**src/rtl/uart_tx_fifo_pkg.sv**
```systemverilog
// rtl/uart_tx_fifo_pkg.sv - shared UART frame constants and transmitter state encoding
package uart_tx_fifo_pkg;

    typedef enum logic [1:0] {
        ST_IDLE  = 2'd0,
        ST_START = 2'd1,
        ST_DATA  = 2'd2,
        ST_STOP  = 2'd3
    } tx_state_e;

    localparam int DATA_BITS            = 8;
    localparam int STOP_BITS            = 1;
    localparam int DEFAULT_CLKS_PER_BIT = 434;
    localparam int BAUD_W               = 16;

endpackage

```
**src/rtl/sync_fifo.sv**
```systemverilog
// rtl/sync_fifo.sv - single-clock FIFO with registered count and flags, head visible combinationally
module sync_fifo #(
    parameter  int WIDTH = 8,
    parameter  int DEPTH = 8,
    localparam int AW    = $clog2(DEPTH)
) (
    input  logic             clk,
    input  logic             rst,
    input  logic             wr_en,
    input  logic [WIDTH-1:0] wdata,
    input  logic             rd_en,
    output logic [WIDTH-1:0] rdata,
    output logic [AW:0]      fill,
    output logic             full,
    output logic             empty
);

    localparam logic [AW:0] FULL_CNT = (AW+1)'(DEPTH);

    logic [WIDTH-1:0] mem_q [DEPTH];
    logic [AW-1:0]    wr_ptr_q, wr_ptr_d;
    logic [AW-1:0]    rd_ptr_q, rd_ptr_d;
    logic [AW:0]      count_q, count_d;
    logic             full_q, full_d;
    logic             empty_q, empty_d;
    logic             do_wr, do_rd;

    // A full FIFO refuses writes even when a pop happens in the same cycle.
    assign do_wr = wr_en && !full_q;
    assign do_rd = rd_en && !empty_q;

    // Pointer, count and flag next-state; pointers wrap naturally at DEPTH.
    always_comb begin
        wr_ptr_d = wr_ptr_q;
        rd_ptr_d = rd_ptr_q;
        count_d  = count_q;
        if (do_wr) wr_ptr_d = wr_ptr_q + AW'(1);
        if (do_rd) rd_ptr_d = rd_ptr_q + AW'(1);
        case ({do_wr, do_rd})
            2'b10:   count_d = count_q + (AW+1)'(1);
            2'b01:   count_d = count_q - (AW+1)'(1);
            default: count_d = count_q;
        endcase
        full_d  = (count_d == FULL_CNT);
        empty_d = (count_d == '0);
    end

    // Control state register.
    always_ff @(posedge clk or posedge rst) begin
        if (rst) begin
            wr_ptr_q <= '0;
            rd_ptr_q <= '0;
            count_q  <= '0;
            full_q   <= 1'b0;
            empty_q  <= 1'b1;
        end else begin
            wr_ptr_q <= wr_ptr_d;
            rd_ptr_q <= rd_ptr_d;
            count_q  <= count_d;
            full_q   <= full_d;
            empty_q  <= empty_d;
        end
    end

    // Storage array; contents need no reset because the count gates every read.
    always_ff @(posedge clk) begin
        if (do_wr) mem_q[wr_ptr_q] <= wdata;
    end

    assign rdata = mem_q[rd_ptr_q];
    assign fill  = count_q;
    assign full  = full_q;
    assign empty = empty_q;

endmodule

```
**src/rtl/uart_tx_fifo.sv**
```systemverilog
// rtl/uart_tx_fifo.sv - buffered 8N1 UART transmitter with overflow-flagged byte FIFO
module uart_tx_fifo
    import uart_tx_fifo_pkg::*;
#(
    parameter  int CLKS_PER_BIT = DEFAULT_CLKS_PER_BIT,
    parameter  int DEPTH        = 8,
    localparam int AW           = $clog2(DEPTH)
) (
    input  logic          clk,
    input  logic          rst,
    input  logic          wr_en,
    input  logic [7:0]    wdata,
    input  logic          clr_ovrflw,
    output logic          txd,
    output logic          tbr_valid,
    output logic          busy,
    output logic          overflow,
    output logic [AW:0]   fill
);

    localparam int              IDX_W     = $clog2(DATA_BITS);
    localparam logic [BAUD_W-1:0] RELOAD  = BAUD_W'(CLKS_PER_BIT - 1);
    localparam logic [IDX_W-1:0] LAST_DATA = IDX_W'(DATA_BITS - 1);
    localparam logic [IDX_W-1:0] LAST_STOP = IDX_W'(STOP_BITS - 1);

    tx_state_e              state_q, state_d;
    logic [BAUD_W-1:0]      baud_q, baud_d;
    logic [IDX_W-1:0]       idx_q, idx_d;
    logic [DATA_BITS-1:0]   shift_q, shift_d;
    logic                   txd_q, txd_d;
    logic                   overflow_q, overflow_d;
    logic                   pop;
    logic [7:0]             fifo_rdata;
    logic                   fifo_full, fifo_empty;
    logic                   bit_end;

    sync_fifo #(
        .WIDTH (8),
        .DEPTH (DEPTH)
    ) u_fifo (
        .clk   (clk),
        .rst   (rst),
        .wr_en (wr_en),
        .wdata (wdata),
        .rd_en (pop),
        .rdata (fifo_rdata),
        .fill  (fill),
        .full  (fifo_full),
        .empty (fifo_empty)
    );

    assign bit_end = (baud_q == '0);

    // Frame sequencer: pops the FIFO head, walks start/data/stop bits, chains frames without a gap.
    always_comb begin
        state_d = state_q;
        baud_d  = baud_q;
        idx_d   = idx_q;
        shift_d = shift_q;
        pop     = 1'b0;
        case (state_q)
            ST_IDLE: begin
                if (!fifo_empty) begin
                    pop     = 1'b1;
                    shift_d = fifo_rdata;
                    baud_d  = RELOAD;
                    state_d = ST_START;
                end
            end
            ST_START: begin
                if (bit_end) begin
                    baud_d  = RELOAD;
                    idx_d   = '0;
                    state_d = ST_DATA;
                end else begin
                    baud_d = baud_q - BAUD_W'(1);
                end
            end
            ST_DATA: begin
                if (bit_end) begin
                    baud_d = RELOAD;
                    if (idx_q == LAST_DATA) begin
                        idx_d   = '0;
                        state_d = ST_STOP;
                    end else begin
                        idx_d   = idx_q + IDX_W'(1);
                        shift_d = shift_q >> 1;
                    end
                end else begin
                    baud_d = baud_q - BAUD_W'(1);
                end
            end
            ST_STOP: begin
                if (bit_end) begin
                    baud_d = RELOAD;
                    if (idx_q == LAST_STOP) begin
                        if (!fifo_empty) begin
                            pop     = 1'b1;
                            shift_d = fifo_rdata;
                            state_d = ST_START;
                        end else begin
                            state_d = ST_IDLE;
                        end
                    end else begin
                        idx_d = idx_q + IDX_W'(1);
                    end
                end else begin
                    baud_d = baud_q - BAUD_W'(1);
                end
            end
            default: state_d = ST_IDLE;
        endcase

        // txd follows the state being entered so the line changes on the same edge.
        case (state_d)
            ST_START: txd_d = 1'b0;
            ST_DATA:  txd_d = shift_d[0];
            default:  txd_d = 1'b1;
        endcase
    end

    // Sticky overflow; a dropped write beats a clear in the same cycle.
    always_comb begin
        overflow_d = overflow_q;
        if (wr_en && fifo_full) overflow_d = 1'b1;
        else if (clr_ovrflw)    overflow_d = 1'b0;
    end

    // Transmitter state registers; reset drives the line idle high immediately.
    always_ff @(posedge clk or posedge rst) begin
        if (rst) begin
            state_q    <= ST_IDLE;
            baud_q     <= '0;
            idx_q      <= '0;
            shift_q    <= '0;
            txd_q      <= 1'b1;
            overflow_q <= 1'b0;
        end else begin
            state_q    <= state_d;
            baud_q     <= baud_d;
            idx_q      <= idx_d;
            shift_q    <= shift_d;
            txd_q      <= txd_d;
            overflow_q <= overflow_d;
        end
    end

    assign txd       = txd_q;
    assign tbr_valid = !fifo_full;
    assign busy      = (state_q != ST_IDLE) || !fifo_empty;
    assign overflow  = overflow_q;

endmodule

```
**config.mk**
```make
export PLATFORM = sky130hd
export DESIGN_NAME = uart_tx_fifo
export DESIGN_NICKNAME = d
export VERILOG_FILES = /design/src/rtl/uart_tx_fifo_pkg.sv /design/src/rtl/sync_fifo.sv /design/src/rtl/uart_tx_fifo.sv
export SDC_FILE = /design/constraint.sdc
export NUM_CORES = 1
export LEC_CHECK = 0
export CAP_MARGIN = 5
export CORE_ASPECT_RATIO = 0.9
export CORE_MARGIN = 5
export CORE_UTILIZATION = 54
export DETAILED_ROUTE_END_ITERATION = 10
export GPL_ROUTABILITY_DRIVEN = 0
export GPL_TIMING_DRIVEN = 0
export PLACE_DENSITY = 0.72
export SLEW_MARGIN = 20
export SYNTH_ARGS = -nofsm -noshare
export SYNTH_HDL_FRONTEND = slang
export SYNTH_SLANG_ARGS = --single-unit
```
**constraint.sdc**
```tcl
create_clock -name clk -period 6.85 [get_ports clk]
set_input_delay 1.37 -clock clk [delete_from_list [all_inputs] [get_ports clk]]
set_output_delay 1.37 -clock clk [all_outputs]
set_load 0.005 [all_outputs]
```
Run 1, a small window of the routed layout:
Region (42, 37) to (67, 62) microns. Cells in grey, sequential cells in the stronger grey; small squares are vias.
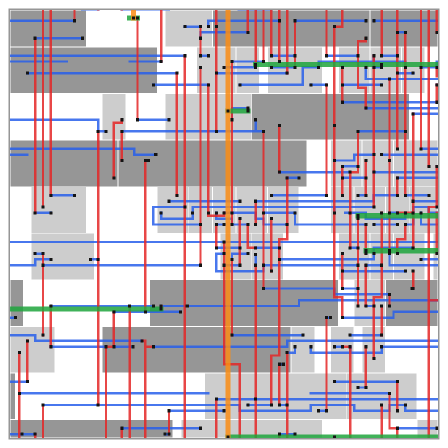
Key: red = metal 2; orange = metal 4; green = metal 3; blue = metal 1
Sequential cells in the window: 7. 41 logic cells have their middle in the window. Most frequent: nand2_1 (9), a21oi_1 (8), o21ai_1 (5). Netlist names of flops here include `shift_q` (3), `u_fifo.mem_q` (3).

Run 1, routed clock nets over the placement:
Scale: 4 px per micron.
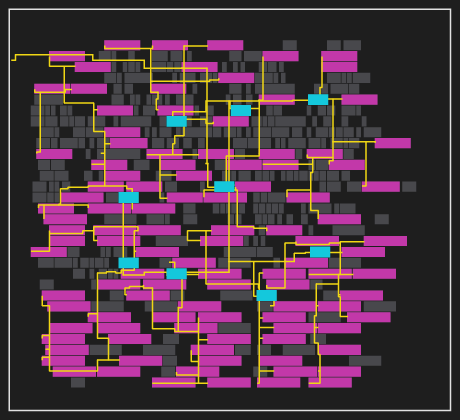
Key: cyan = clock drivers [count 9]; magenta = flip-flops [count 107]; yellow = clock wires [length 1110 microns]
There are 10 routed clock nets.

Run 1, cell density map:
Scale: 2 px per micron. The die is cut into 11 by 10 equal tiles; black is low, pale yellow is high, 0 to 100% covered.
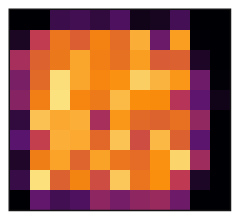
The fullest tile reaches 94%. 26% of the tiles are over 75% full. The densest ninth of the die: centre. The emptiest ninth of the die: north-east. The mean over all tiles is 48%. 14% of the tiles are nearly empty.

==> Changelog: implementation, run 1 <==
### Implementation results

- Worst r2r src: baud_q[0]$_DFFE_PP0P_
- Net Switching: 692 uW
- Comb_multi_in: 216
- Vias: 2766
- Met2 wire length: 4.21 mm
- Max Clk Rate: 277 MHz
- CP max stage delay: 0.44 ns
- Inverter count: 15
- Core Box Area: 8690 sq um
- Critical path, cell by cell: inv_1 > ha_1 > nor4b_1 > and4_1 > buf_4 > a31oi_4 > nor3_2 > ha_1 > inv_1 > fa_1 > xor2_1 > o21ai_0 > or3_1 > nor2_1
- Residual DRC: 0
- Clk sinks: 107
- Setup WS post-layout: 3.24 ns
- Top cell area share: 39.6%
- Met3 usage: 4.24%
- Mux frac, synth: 10.7%
- Fin Hold WS: 0.508 ns
- Clock Tree Buf Depth: 2
- Met1 Use GR: 24.9%
- Simple share: 11.1%
- Routed wire length: 8.64 mm
- Crit-path leading delay family: simple AND/OR/NAND/NOR gates
- Slew headroom: 39.5%
- Post-synth area from yosys stat: 4850 sq um
- Synthesis warning total: 0
- Synth Cell Area: 4850 sq um
- Final cell count without fillers: 504
- XOR/XNOR share of the synthesized area: 3.43%
- CTS Hold Bufs: 0
- Ao+oa area frac: 6.37%
- CP arrival: 3.91 ns
- Status: completed
- Hold path start: shift_q[7]$_DFFE_PP0P_
- Register share of total power: 44.2%
- Stages on worst setup path: 14
- Metal3 WL: 322 microns
- Initial DRT Pass Iterations: 4
- GR Util met2: 27.7%
- Crit-path max FO: 10
- Cells in synth_stat.txt: 349
- Drt wl/cell: 17.1 microns
- DR iter-0 viols: 105
- Main logic family: simple AND/OR/NAND/NOR gates
- Synth top cell by count: edfxtp_1
- Pwr Total: 2030 uW
- EDFF count, synth: 64
- Worst-Margin Slew: 0.905 ns
- Sequential cell area share: 55.1%
- Die width: 110 microns
- Placed cell area: 5220 sq um
- First-pass GRT wire length: 14.7 mm
- Clock share of power: 20.8%
- Comb/total area: 32.2%
- Synth Area in Adders: 4.28%
- R2R depth: 14
- N_diodes: 0
- Worst path slowest cell: dfrtp_1
- Overflow after GRT: 0
- Final worst path period need: 3.61 ns
- Top layer in use: met4
- Post-synthesis cell count: 349
- Final Cell Area: 5450 sq um
- Internal power: 1330 uW
- Critical path endpoint category: register
- CTS clk-pin slew, worst paths: 0.11 ns
- Post-Syn Area per Cell: 13.9 sq um
- Vias in the first global route: 2935
- Max VDD drop: 225 uV
- Largest net degree at the start of global routing: 34
- WHS Path Cells: 1
- Place WS: 2.96 ns
- Die Ht: 99.9 microns
- Non-clk buf share: 4.85%
- WP data required: 7.16 ns
- Die ar.: 11000 sq um
- Worst Setup SP: baud_q[0]$_DFFE_PP0P_
- Log Warnings: 32
- Signal buffers: 31
- Clock Buffer Count: 9
- Detail-routed via count per cell: 5.49
- Most common logic cell in the routed design: edfxtp_1
- Metal-1 WL: 4.04 mm
- Post-CTS sizing: 0
- Post-layout util: 62.7%
- Top cells by area: edfxtp_1 (40%), dfrtp_1 (21%), mux4_2 (7.4%), ha_1 (3.9%), nand2_1 (2.7%)
- Top post-synthesis cells by count: edfxtp_1 (64), dfrtp_1 (41), nand2_1 (35)
- PwrDens: 372 nW/um^2
- Power share of the combinational group: 35.0%
- Top Layout Cells: edfxtp_1 (64), dfrtp_1 (41), nand2_1 (35), nor2_1 (28), clkdlybuf4s50_1 (19)
- Clk power: 421 uW
- Fin Setup TNS: 0 ns
- Largest cell class by area: sequential cells
- Hold WC Path Type: register to register
- Post-Syn Nets: 377
- H-tree depth: 3
- Ys async rst share: 40.2%
- Root Buffer: clkbuf_8
- Worst-Skew Late Latency: 0.37 ns
- Layout cells sized above 1: 14.8%
- Seq cells: 107
- Post-synth top area cell: edfxtp_1
- Layout fillers: 654
- Flop area: 3000 sq um
- Cycle use final: 52.6%
- Area grow syn2layout: 12.2%
- Total global-route track usage: 17.6%
- Final setup viols: 0
- Total CTS buffers: 9
- Initial Util: 55.8%
- Row count: 32
- Tapcells: 119
- Antenna viol nets, final: 0
- Slew Limit Fails: 0
- P_leak: 0.00203 uW
- RSZ-0062 raised after global routing: false
- Final Hold Vio Count: 0
- Commonest flop: edfxtp_1
run 1: path summary, 6_finish.rpt:
check                                         endpoint  slack, ns
worst max register to register  u_fifo.empty$_DFF_PP1_       3.24
max in group asynchronous                txd$_DFF_PP1_       5.08
worst min-delay path            shift_q[7]$_DFFE_PP0P_       0.51
worst max-delay path            u_fifo.empty$_DFF_PP1_       3.24
worst min register to register  shift_q[7]$_DFFE_PP0P_       0.51
min in group asynchronous        baud_q[8]$_DFFE_PP0P_       1.24
run 1: registers in the layout (all words and copies together) (netlist names):
register         cells
u_fifo.mem_q        64
baud_q              16
shift_q              8
u_fifo.fill          4
idx_q                3
u_fifo.rd_ptr_q      3
u_fifo.wr_ptr_q      3
state_q              2
overflow             1
txd                  1
u_fifo.empty         1
u_fifo.full          1
--- run 2 (diff from run 1) ---
--- a/config.mk
+++ b/config.mk
@@ -12,7 +12,7 @@
 export DETAILED_ROUTE_END_ITERATION = 10
 export GPL_ROUTABILITY_DRIVEN = 0
 export GPL_TIMING_DRIVEN = 0
-export PLACE_DENSITY = 0.72
+export PLACE_DENSITY = 0.75
 export SLEW_MARGIN = 20
 export SYNTH_ARGS = -nofsm -noshare
 export SYNTH_HDL_FRONTEND = slang
==> constraint.sdc (replaced) <==
create_clock -name clk -period 3 [get_ports clk]
set_input_delay 0.6 -clock clk [delete_from_list [all_inputs] [get_ports clk]]
set_output_delay 0.6 -clock clk [all_outputs]
set_load 0.005 [all_outputs]
==> run 2 against run 1 <==
Against the previous run: maximum frequency increased by 20%; hold slack got worse by 0.0044 ns; first-iteration DRC count is 100% higher.
==> Changelog: implementation, run 2 <==
### Implementation results

- Die Ht: 99.9 microns
- Simple share: 11.1%
- Internal power: 3180 uW
- Post-synth area from yosys stat: 4850 sq um
- Synth Cell Area: 4850 sq um
- CP arrival: 3.31 ns
- Layout cells sized above 1: 21.8%
- Register share of total power: 42.4%
- Root Buffer: clkbuf_8
- Overflow after GRT: 0
- Drt wl/cell: 17.7 microns
- Cells in synth_stat.txt: 349
- Initial DRT Pass Iterations: 4
- RSZ-0062 raised after global routing: true
- H-tree depth: 3
- R2R depth: 13
- Worst r2r src: baud_q[0]$_DFFE_PP0P_
- First-pass GRT wire length: 15.4 mm
- Pwr Total: 4860 uW
- Residual DRC: 0
- Vias in the first global route: 3031
- N_diodes: 0
- Max VDD drop: 549 uV
- Max Clk Rate: 334 MHz
- CTS clk-pin slew, worst paths: 0.11 ns
- Critical path endpoint category: register
- R2r setup slk: 0.004 ns
- P_leak: 0.00210 uW
- Post-synthesis cell count: 349
- Worst Setup SP: baud_q[0]$_DFFE_PP0P_
- Worst-Skew Late Latency: 0.37 ns
- Row count: 32
- Total CTS buffers: 9
- Slew Limit Fails: 0
- Met1 Use GR: 25.3%
- Detail-routed via count per cell: 5.65
- Main logic family: simple AND/OR/NAND/NOR gates
- GR Util met2: 29.9%
- Log Warnings: 33
- Terminus of the critical flop-to-flop path: u_fifo.full$_DFF_PP0_
- Top cells by area: edfxtp_1 (40%), dfrtp_1 (21%), mux4_2 (7.4%), ha_1 (3.9%), nand2_1 (2.7%)
- Fin Setup TNS: 0 ns
- Status: completed
- Post-synth top area cell: edfxtp_1
- Final setup viols: 0
- Post-layout util: 65.1%
- Post-Syn Area per Cell: 13.9 sq um
- Commonest flop: edfxtp_1
- Power share of the combinational group: 38.2%
- CTS Hold Bufs: 0
- Cycle use final: 99.9%
- Final Cell Area: 5660 sq um
- Final Hold Vio Count: 0
- WP data required: 3.32 ns
- Total global-route track usage: 18.3%
- HPWL Detailed: 6.11 mm
- Metal3 WL: 481 microns
- Post-Syn Nets: 377
- Synth Area in Adders: 4.28%
- Net Switching: 1680 uW
- Top Layout Cells: edfxtp_1 (64), dfrtp_1 (39), nand2_1 (35), nor2_1 (27), clkdlybuf4s50_1 (19)
- Metal-1 WL: 4.03 mm
- Largest register FFs: 64
- Final cell count without fillers: 519
- Synthesis warning total: 0
- Ys async rst share: 40.2%
- EDFF count, synth: 64
- Placed cell area: 5230 sq um
- Number of I/O pins: 20
- Fin Hold WS: 0.503 ns
- Largest Register: u_fifo.mem_q
- Area grow syn2layout: 16.6%
- DR iter-0 viols: 214
- Final worst path period need: 3.00 ns
- Top cell area share: 39.6%
- Top layer in use: met4
- PwrDens: 860 nW/um^2
- Vias: 2933
- Largest net degree at the start of global routing: 29
- Die ar.: 11000 sq um
- Setup WS post-layout: 0.00374 ns
- Crit-path max FO: 2
- Slew headroom: 38.4%
- Place WS: -0.452 ns
- Mux frac, synth: 10.7%
- Clk power: 944 uW
- Die width: 110 microns
- Most common logic cell in the routed design: edfxtp_1
- Synth top cell by count: edfxtp_1
- Clock Tree Buf Depth: 2
- Antenna viol nets, final: 0
- Clk sinks: 107
- CTS tree: built
- Worst-Margin Slew: 0.921 ns
- Ao+oa area frac: 6.37%
- Met3 usage: 3.86%
- Top flop regs: u_fifo.mem_q (64), baud_q (16), shift_q (8)
- Met2 wire length: 4.57 mm
- Post-CTS sizing: 11
- Hold WC Path Type: primary input to async pin
- Top post-synthesis cells by count: edfxtp_1 (64), dfrtp_1 (41), nand2_1 (35)
- XOR/XNOR share of the synthesized area: 3.43%
- Clock share of power: 19.4%
-- run 2: cell counts after synthesis --
No cell type changed its count.
-- run 2: final cells by class --
type	instances	area (sq um)
Clock buffer	9	124
Buffer	10	53.8
Fill cell	630	3030
Timing Repair Buffer	36	334
Clock inverter	7	98.8
Inverter	15	56.3
Multi-Input combinational cell	216	1840
Sequential cell	107	3000
Tap cell	119	149
-- run 2: critical path, cell delays in order (launching register included) --
cell and delay [ns]:
dfrtp_1 0.41, inv_2 0.09, ha_4 0.13, nor4b_4 0.20, and4_1 0.23, buf_6 0.11
a31oi_4 0.10, nor3_4 0.27, ha_2 0.23, inv_1 0.07, fa_2 0.52, o21ai_1 0.09
or3_4 0.39, nor2b_2 0.11
Run 2, cell density map:
Scale: 2 px per micron. The die is cut into 11 by 10 equal tiles; black is low, pale yellow is high, 0 to 100% covered.
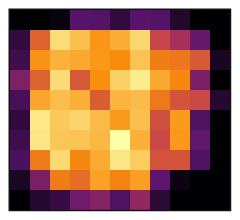
14% of the tiles are nearly empty. The fullest tile reaches 100%. The densest ninth of the die: centre. The mean over all tiles is 50%.
Core Box Area: 8690 sq um
Initial Util: 55.8%

--- run 3 (diff from run 2) ---
--- a/config.mk
+++ b/config.mk
@@ -10,9 +10,8 @@
 export CORE_MARGIN = 5
 export CORE_UTILIZATION = 54
 export DETAILED_ROUTE_END_ITERATION = 10
-export GPL_ROUTABILITY_DRIVEN = 0
 export GPL_TIMING_DRIVEN = 0
-export PLACE_DENSITY = 0.75
+export PLACE_DENSITY = 0.79
 export SLEW_MARGIN = 20
 export SYNTH_ARGS = -nofsm -noshare
 export SYNTH_HDL_FRONTEND = slang
==> run 3 against run 2 <==
Against the previous run: core utilization down 0.63 points; setup slack got worse by 0.0061 ns; sequential share of layout area is 0.48 points higher; maximum frequency fell by 0.20%; die area stayed put; combinational power barely moved; count of clock-buffer cells in the layout is the same; clock skew increased by 0.00092 ns; cell area decreased by 0.97%; synthesized cell count did not move; highest routed layer unchanged; synthesized area is the same; the run now ends with setup timing left; largest cell class unchanged.
==> Changelog: implementation, run 3 <==
### Implementation results

- Final cell count without fillers: 516
- Ys async rst share: 40.2%
- Worst-Skew Late Latency: 0.37 ns
- Signal buffers: 43
- Status: finished, violations left
- CTS Hold Bufs: 0
- Root Buffer: clkbuf_8
- Fin Setup TNS: -0.00239 ns
- Clock Buffer Count: 9
- Failing checks: setup timing
- Clock Tree Buf Depth: 2
- Worst r2r src: baud_q[1]$_DFFE_PP0P_
- Layout cells sized above 1: 20.4%
- Register share of total power: 43.6%
- Post-layout util: 64.5%
- Residual DRC: 0
- Met3 usage: 3.79%
- DR iter-0 viols: 233
- Clk sinks: 107
- Crit path capture: u_fifo.full$_DFF_PP0_
- Final setup viols: 1
- Die ar.: 11000 sq um
- Vias: 2888
- Seq cells: 107
- Tapcells: 119
- Top cells by area: edfxtp_1 (40%), dfrtp_1 (21%), mux4_2 (7.4%), ha_1 (3.9%), nand2_1 (2.7%)
- Initial DRT Pass Iterations: 4
- RSZ-0062 raised after global routing: true
- Internal power: 3090 uW
- Post-Syn Nets: 377
- Inverter count: 15
- CP arrival: 3.31 ns
- Post-synth area from yosys stat: 4850 sq um
- Synthesis warning total: 0
- HPWL Detailed: 5.88 mm
- Log Warnings: 33
- Worst-Margin Slew: 0.875 ns
- Cells in synth_stat.txt: 349
- Max Clk Rate: 333 MHz
- Number of I/O pins: 20
- CTS tree: built
- Post-synth top area cell: edfxtp_1
- Met1 Use GR: 26.2%
- Max VDD drop: 606 uV
- Worst Setup SP: baud_q[1]$_DFFE_PP0P_
- Most common logic cell in the routed design: edfxtp_1
- N_diodes: 0
- Clock share of power: 17.4%
- Core Box Area: 8690 sq um
- First-pass GRT wire length: 15.0 mm
- R2R depth: 13
- PwrDens: 842 nW/um^2
- Die Ht: 99.9 microns
- WP data required: 3.31 ns
- Non-clk buf share: 6.39%
- Clock network area share: 3.31%
- Setup WS post-layout: -0.00239 ns
- Largest register FFs: 64
- Total CTS buffers: 9
- Terminus of the critical flop-to-flop path: u_fifo.full$_DFF_PP0_
- Critical path endpoint category: register
- Area grow syn2layout: 15.4%
- Met2 wire length: 4.33 mm
- CTS clk-pin slew, worst paths: 0.10 ns
- Cycle use final: 100%
- Drt wl/cell: 17.1 microns
- Comb. pwr: 1840 uW
- Largest cell class by area: sequential cells
- Top cell area share: 39.6%
- Top layer in use: met4
- Synth Cell Area: 4850 sq um
- Comb/total area: 33.1%
- Antenna viol nets, final: 0
- Comb_multi_in: 216
- Metal3 WL: 462 microns
- Slew Limit Fails: 0
- Top post-synthesis cells by count: edfxtp_1 (64), dfrtp_1 (41), nand2_1 (35)
- Final worst path period need: 3.00 ns
- GR Util met2: 26.4%
- Power share of the combinational group: 39.0%
- Commonest flop: edfxtp_1
- Row count: 32
- Final Hold Vio Count: 0
- Slew headroom: 41.5%
- Detail-routed via count per cell: 5.60
- Post-Syn Area per Cell: 13.9 sq um
- Clk power: 822 uW
- Pwr Total: 4710 uW
- Layout fillers: 632
- Initial Util: 55.8%
- Metal-1 WL: 3.93 mm
- R2r setup slk: -0.002 ns
- Top Layout Cells: edfxtp_1 (64), dfrtp_1 (41), nand2_1 (35), nor2_1 (27), clkdlybuf4s50_1 (19)
- Overflow after GRT: 0
- Sequential cell area share: 53.6%
- EDFF count, synth: 64
- Net Switching: 1630 uW
- Top flop regs: u_fifo.mem_q (64), baud_q (16), shift_q (8)
- Place WS: -0.361 ns
- Hold WC Path Type: primary input to async pin
- Die width: 110 microns
- Vias in the first global route: 2956
- Routed wire length: 8.82 mm
- Crit-path max FO: 3
- Largest Register: u_fifo.mem_q
- Post-synthesis cell count: 349
[run 3: logic make-up after synthesis]
group	count (synthesis)	synth area share, %
xor+xnor	19	3.43
compound gates	46	6.37
buf+inv	26	2.27
simple gates	104	11.1
flops	107	61.8
fa+ha+maj	16	4.28
mux	31	10.7
[run 3: worst max-delay path: stages (launching register included)]
cell and delay [ns]:
dfrtp_1 0.40, inv_2 0.10, ha_4 0.13, nor4b_4 0.19, and4_1 0.24, buf_6 0.11
a31oi_4 0.09, nor3_4 0.29, ha_4 0.21, inv_2 0.05, fa_2 0.52, o21ai_0 0.12
or3_4 0.36, nor2b_2 0.11
[run 3: timing repair]
action                                  4_1_cts  5_1_grt
pin swaps                                     8       13
endpoints found under the setup margin        3        3
setup buffers                                 8        4
resized                                       8       11
Run 3, a small window of the routed layout:
Region (42, 37) to (67, 62) microns. Cells in grey, sequential cells in the stronger grey; small squares are vias.
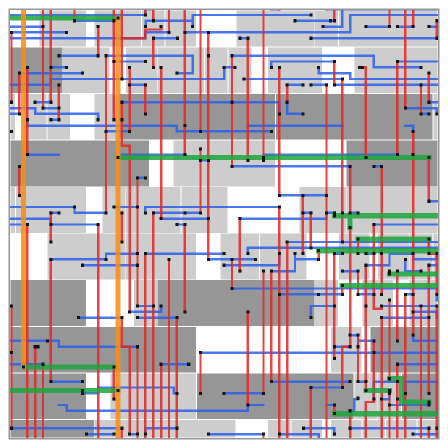
Key: blue = metal 1; orange = metal 4; red = metal 2; green = metal 3
Netlist names of flops here include `shift_q` (3), `u_fifo.rd_ptr_q` (2). Sequential cells in the window: 7. Most frequent: dfrtp_1 (6). 46 logic cells have their middle in the window.

No activity file was given, so power comes from the tool's default toggle rates.
